<file path="config.mk">
export PLATFORM = sky130hd
export DESIGN_NAME = cacheline_adapter
export DESIGN_NICKNAME = d
export VERILOG_FILES = /design/src/rtl/cacheline_adapter.sv
export SDC_FILE = /design/constraint.sdc
export NUM_CORES = 1
export LEC_CHECK = 0
export CELL_PAD_IN_SITES_DETAIL_PLACEMENT = 0
export CELL_PAD_IN_SITES_GLOBAL_PLACEMENT = 2
export CORE_UTILIZATION = 30
export DETAILED_ROUTE_END_ITERATION = 16
export PLACE_DENSITY = 0.82
export SLEW_MARGIN = 20
export SYNTH_ARGS = -nofsm -noshare
export SYNTH_HDL_FRONTEND = slang
export SYNTH_SLANG_ARGS = --single-unit
</file>
<file path="constraint.sdc">
create_clock -name clk -period 3.4 [get_ports clk]
set_input_delay 1.02 -clock clk [delete_from_list [all_inputs] [get_ports clk]]
set_output_delay 1.02 -clock clk [all_outputs]
set_load 0.05 [all_outputs]
</file>
<file path="src/rtl/cacheline_adapter.sv">
// Cache-line adapter: turns 256-bit line fills and write-backs from the
// cache into 4-beat 64-bit bursts on the memory side.
//
// Ports:
//   clk, rst (async active-low)
//   dfp_addr/read/write/wdata -> line request from the cache (held to resp)
//   dfp_rdata/resp            <- filled line, one-cycle completion pulse
//   bmem_addr/read/write/wdata-> burst address, read request, write beats
//   bmem_ready                -> memory accepts request / write beat
//   bmem_raddr/rdata/rvalid   -> tagged returning read beats

module cacheline_adapter (
    input  logic         clk,
    input  logic         rst,
    input  logic [31:0]  dfp_addr,
    input  logic         dfp_read,
    input  logic         dfp_write,
    input  logic [255:0] dfp_wdata,
    output logic [255:0] dfp_rdata,
    output logic         dfp_resp,
    output logic [31:0]  bmem_addr,
    output logic         bmem_read,
    output logic         bmem_write,
    output logic [63:0]  bmem_wdata,
    input  logic         bmem_ready,
    input  logic [31:0]  bmem_raddr,
    input  logic [63:0]  bmem_rdata,
    input  logic         bmem_rvalid
);

    typedef enum logic [2:0] {
        IDLE,
        RD_REQ,
        RD_DATA,
        WR_BURST,
        RESP
    } state_t;

    state_t         state;
    state_t         state_n;
    logic [1:0]     k;
    logic [31:0]    addr_q;
    logic [255:0]   wline_q;
    logic [255:0]   rline_q;
    logic           start;
    logic           beat_hit;
    logic           wr_acc;
    logic [7:0]     beat_lsb;
    logic           unused_addr;

    assign unused_addr = ^dfp_addr[4:0];
    assign beat_lsb    = {k, 6'd0};
    assign start       = (state == IDLE) && (dfp_read || dfp_write);

    // Only beats tagged with our line address belong to this fill.
    assign beat_hit = (state == RD_DATA) && bmem_rvalid
                      && (bmem_raddr == addr_q);
    assign wr_acc   = (state == WR_BURST) && bmem_ready;

    always_ff @(posedge clk or negedge rst) begin
        if (!rst) state <= IDLE;
        else      state <= state_n;
    end

    always_comb begin
        state_n = state;
        unique case (state)
            IDLE: begin
                // Write-back wins; a held read is picked up after RESP.
                if (dfp_write)     state_n = WR_BURST;
                else if (dfp_read) state_n = RD_REQ;
            end
            RD_REQ:   if (bmem_ready) state_n = RD_DATA;
            RD_DATA:  if (beat_hit && k == 2'd3) state_n = RESP;
            WR_BURST: if (wr_acc && k == 2'd3) state_n = RESP;
            RESP:     state_n = IDLE;
            default:  state_n = IDLE;
        endcase
    end

    always_ff @(posedge clk or negedge rst) begin
        if (!rst) begin
            k       <= 2'd0;
            addr_q  <= 32'd0;
            wline_q <= 256'd0;
            rline_q <= 256'd0;
        end else begin
            if (start) begin
                addr_q <= {dfp_addr[31:5], 5'd0};
                k      <= 2'd0;
                if (dfp_write) wline_q <= dfp_wdata;
            end
            if (beat_hit) begin
                rline_q[beat_lsb +: 64] <= bmem_rdata;
                k <= k + 2'd1;
            end
            if (wr_acc) k <= k + 2'd1;
        end
    end

    always_comb begin
        bmem_addr  = addr_q;
        dfp_rdata  = rline_q;
        bmem_read  = (state == RD_REQ);
        bmem_write = (state == WR_BURST);
        dfp_resp   = (state == RESP);
        bmem_wdata = 64'd0;
        if (state == WR_BURST) bmem_wdata = wline_q[beat_lsb +: 64];
    end

endmodule

</file>
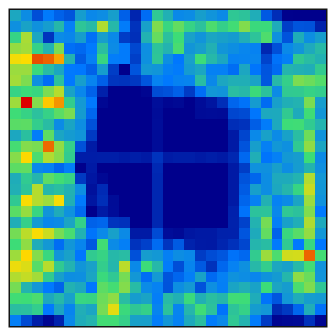
Figure 1: routed metal per tile.
29 x 29 tiles, from dark blue (low) to red (high), scaled to the fullest tile. Values are wire area over tile area, all layers added.
mean over tiles: 0.16
nearly empty tiles: 14%
emptiest ninth of the die: center
fullest tile: 0.55
tiles over half the peak: 15%

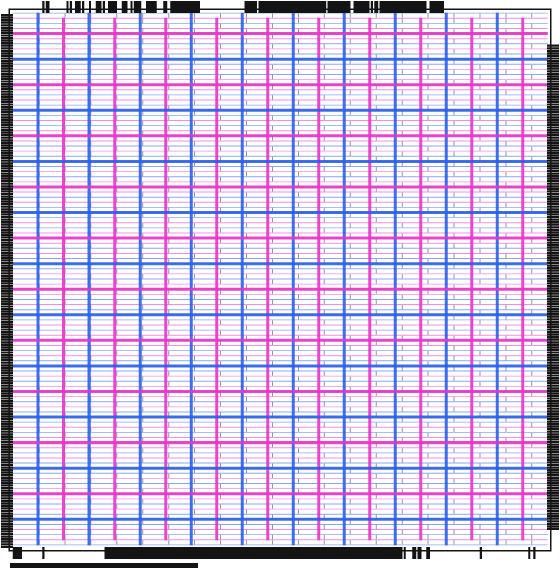
Figure 2: power grid.
Bar = 100 um. Pins as bars on the die edge. Tap cells in gray.
[blue] VSS
[magenta] VDD
met4 straps: 20
rows: 104
met1 rails: 105
signal pins: 745
overall die height: 287 um
die width: 287 um
Peak supply drop: 0.645 mV
Core ar.: 0.0805 sq mm

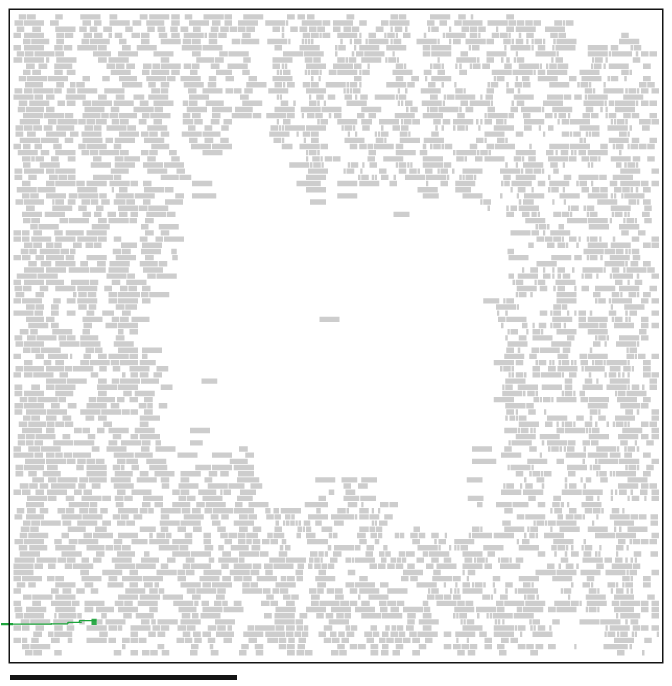
Figure 3: port wiring.
Bar = 100 um.
[green] bmem_write | bits: 1 | direction: output | edge: left | end cells: 1 | wire: 39.6 um
quantity of I/O buffers inserted on ports: 734
number of top-level pins: 745

cell families after synthesis:
kind of cell             count (synthesis)  share of synthesized area (%)
flip-flops                             544                           55.8
other                                    1                         0.0154
adder cells (fa/ha/maj)                  5                          0.256
AND/OR/NAND/NOR                        366                           6.76
AND-OR/OR-AND                            9                          0.246
multiplexers                           605                           29.5
buffers and inverters                  383                           6.45
XOR/XNOR                                27                          0.969
flip-flops by register name, summed over array words and instances, names as in the netlist:
register   cells
bmem_addr     27
dfp_rdata    256
k              2
state          3
wline_q      256
power groups by stage:
stage                     clock network (mW)  logic (mW)  registers [mW]
after global placement                     0        10.2            9.37
final                                   7.15        11.4            9.35
after detailed placement                   0        10.5            9.49
after CTS                               7.37        11.3            9.34
after floorplan                            0        6.61            9.54
after global routing                    7.60        12.1            9.58
cells in the final DEF, fill, tap and decap left out, types with 3 or more instances in the layout:
| master | count |
|---|---|
| nor3b_2 | 4 |
| buf_12 | 29 |
| inv_1 | 260 |
| and3_4 | 57 |
| nand2_1 | 263 |
| nand4_1 | 8 |
| clkbuf_1 | 12 |
| buf_8 | 14 |
| clkinv_2 | 13 |
| or4_4 | 4 |
| clkbuf_16 | 67 |
| clkdlybuf4s50_1 | 667 |
| clkbuf_8 | 15 |
| a31oi_1 | 3 |
| diode_2 | 15 |
| mux2_2 | 284 |
| buf_6 | 45 |
| ha_1 | 5 |
| nor4_1 | 3 |
| buf_4 | 58 |
| mux2i_1 | 257 |
| bufinv_16 | 3 |
| dfrtp_1 | 541 |
| xnor2_1 | 26 |
| and3_1 | 8 |
| conb_1 | 5 |
| mux4_2 | 64 |
how the worst max path moves through the flow:
stage                          start                          to  cells after the start
floorplan           k[0]$_DFFE_PN0P_              bmem_wdata[47]                      5
global placement      bmem_raddr[16]  dfp_rdata[243]$_DFFE_PN0P_                      8
detailed placement    bmem_raddr[16]  dfp_rdata[242]$_DFFE_PN0P_                      8
CTS                 k[0]$_DFFE_PN0P_              bmem_wdata[22]                      7
global route        k[0]$_DFFE_PN0P_              bmem_wdata[30]                      5
finish              k[0]$_DFFE_PN0P_              bmem_wdata[30]                      5
per-layer routing:
layer / vias to the layer above / part of all wire, % / global-route usage, %
met5: - / 0.22 / 0
met4: 28 / 3.2 / 7.63
met3: 163 / 8.4 / 6.87
met2: 590 / 50 / 32.7
met1: 8708 / 38 / 22.2
li1: 8009 / - / -
critical path, stage by stage, from the launching register on:
cell and delay (ns):
dfrtp_4 0.45, buf_12 0.14, buf_16 0.21, mux4_2 0.58, and3_4 0.21, buf_8 0.15
metrics by stage:
stage	setup TNS (ns)	power (mW)	hold WS [ns]	setup slack [ns]	instances
after floorplan	0	16.2	0.475	0.0937	1944
after global placement	-86.69	19.6	0.485	-0.404	3689
after detailed placement	-86.20	19.9	0.491	-0.410	3689
after CTS	-1.40	28.0	0.397	-0.116	3816
after global routing	-2.87	29.2	0.416	-0.112	3830
final	-0.00997	27.9	0.418	-0.00997	3834
timing repair:
item | in CTS | in global routing
setup buffers | 7 | 4
gates resized | 110 | 42
pin swaps | 0 | 0
endpoints found under the setup margin | 60 | 64
cloned | 1 | 0
==> impl_metrics.csv <==
group,metric,value,unit
status,outcome,"complete, but fails checks",
status,failed_checks,"negative setup slack",
cells_and_area,area.growth.synth_to_final,48.5,%
sta,final_critical_path_setup_slack,-0.00997,ns
placed_design,postPlaceCellArea,0.0333,sq mm
cells_and_area,clock_buffer_count,94,
power_and_ir_drop,share_clk_of_total_power,25.7,%
logic_synthesis,synthesis.instances,1940,
sta,clock_skew,0.0237,ns
critical_path,timing.critical_path.fanout_max,23,
critical_path,r2r_slack,0.59,ns
logic_synthesis,synthDistinctLibCells,37,
floorplanning,well_tap_count,1060,
critical_path,crit_type,"reg -> out",
cts,path_clk_slew,0.06,ns
logic_synthesis,synthesis.area,0.0244,sq mm
power_and_ir_drop,seqPwrFrac,33.6,%
cells_and_area,seq_area_share,37.6,%
cells_and_area,nets,3103,
logic_synthesis,syn-mean-instance-area,12.6,sq um
global_route,globalRouteTotalUtil,19.3,%
detailed_routing,drt_drc_violations_left,0,
cts,ctsRootBufferMaster,"clkbuf_16",
sta,period_utilization_post_route,100,%
logic_synthesis,synth.yosys.num_cells,1940,
cells_and_area,layout.non_clock_inverters,260,
cells_and_area,largestClassByArea,"sequential cells",
cells_and_area,multi_input_comb_cells,1017,
sta,max-slew-margin-rel,51.5,%
power_and_ir_drop,switching_share,35.2,%
global_route,grt_antenna_before_repair,28,
cells_and_area,buffers_excl_clock,819,
detailed_routing,routed_wirelength,80.4,mm
critical_path,worstSetupStartpointType,"flip-flop",
global_route,grt_pass1_wl,121,mm
logic_synthesis,netlist.top_cell.by_instances,"dfrtp_1",
cts,cts_num_sinks,544,
floorplanning,floorplan.core_util,30.3,%
global_route,grt_pass1_vias,19300,
detailed_routing,viasPerCell,4.56,
logic_synthesis,largest_cells_by_area_after_synthesis,"dfrtp_1 56%, mux2_2 13%, mux2i_1 11%",
detailed_routing,dr.first_iter.drc_count,667,
logic_synthesis,yosys_reported_design_area_after_synthesis,0.0244,sq mm
critical_path,rr_worst_depth,6,
logic_synthesis,seq_area_frac_synth,55.8,%
logic_synthesis,synth_top_cell_by_area,"dfrtp_1",
logic_synthesis,ff_type,"dfrtp_1",
detailed_routing,post_drt_wl_per_cell,21.0,um
floorplanning,die_area,0.0825,sq mm
cells_and_area,signal_buffer_area_fraction,23.4,%
detailed_routing,number_of_nets_with_antenna_violations_after_detailed_routing,0,
logic_synthesis,numSynthFlops,544,
cts,postCtsHoldBufs,0,
critical_path,worst_setup_path_end_kind,"primary output",
sta,tightestPinTransition,0.726,ns
logic_synthesis,asyncSetResetFlopFracSynth,100,%
sta,grt_setup_unrepaired,"yes",
placed_design,place.gp.congestion,0.839,
logic_synthesis,edf_count,0,
cells_and_area,final_core_util,45.0,%
placed_design,dp.final_hpwl,58.2,mm
cells_and_area,clkCellAreaFrac,6.15,%
cells_and_area,final-seq-area,0.0136,sq mm
detailed_routing,vias,17500,
cts,cts_max_level,3,
critical_path,regToRegEndpoint,"dfp_rdata[188]$_DFFE_PN0P_",
cells_and_area,n_antenna_cell,15,
sta,finalCriticalPeriod,3.41,ns
logic_synthesis,yosysWarnings,0,
sta,report.final.slew_viol_count,0,
flow_run,drv.max_cap_violation_count,0,
cells_and_area,flops,544,
critical_path,required,2.38,ns
power_and_ir_drop,net-switching-power,9.79,mW
cells_and_area,area.combinational,0.00957,sq mm
sta,setup_viol,1,
global_route,overflow,0,
flow_run,warning_count,37,
power_and_ir_drop,power_frac_comb,40.8,%
Power is estimated from default activity; no workload was simulated.
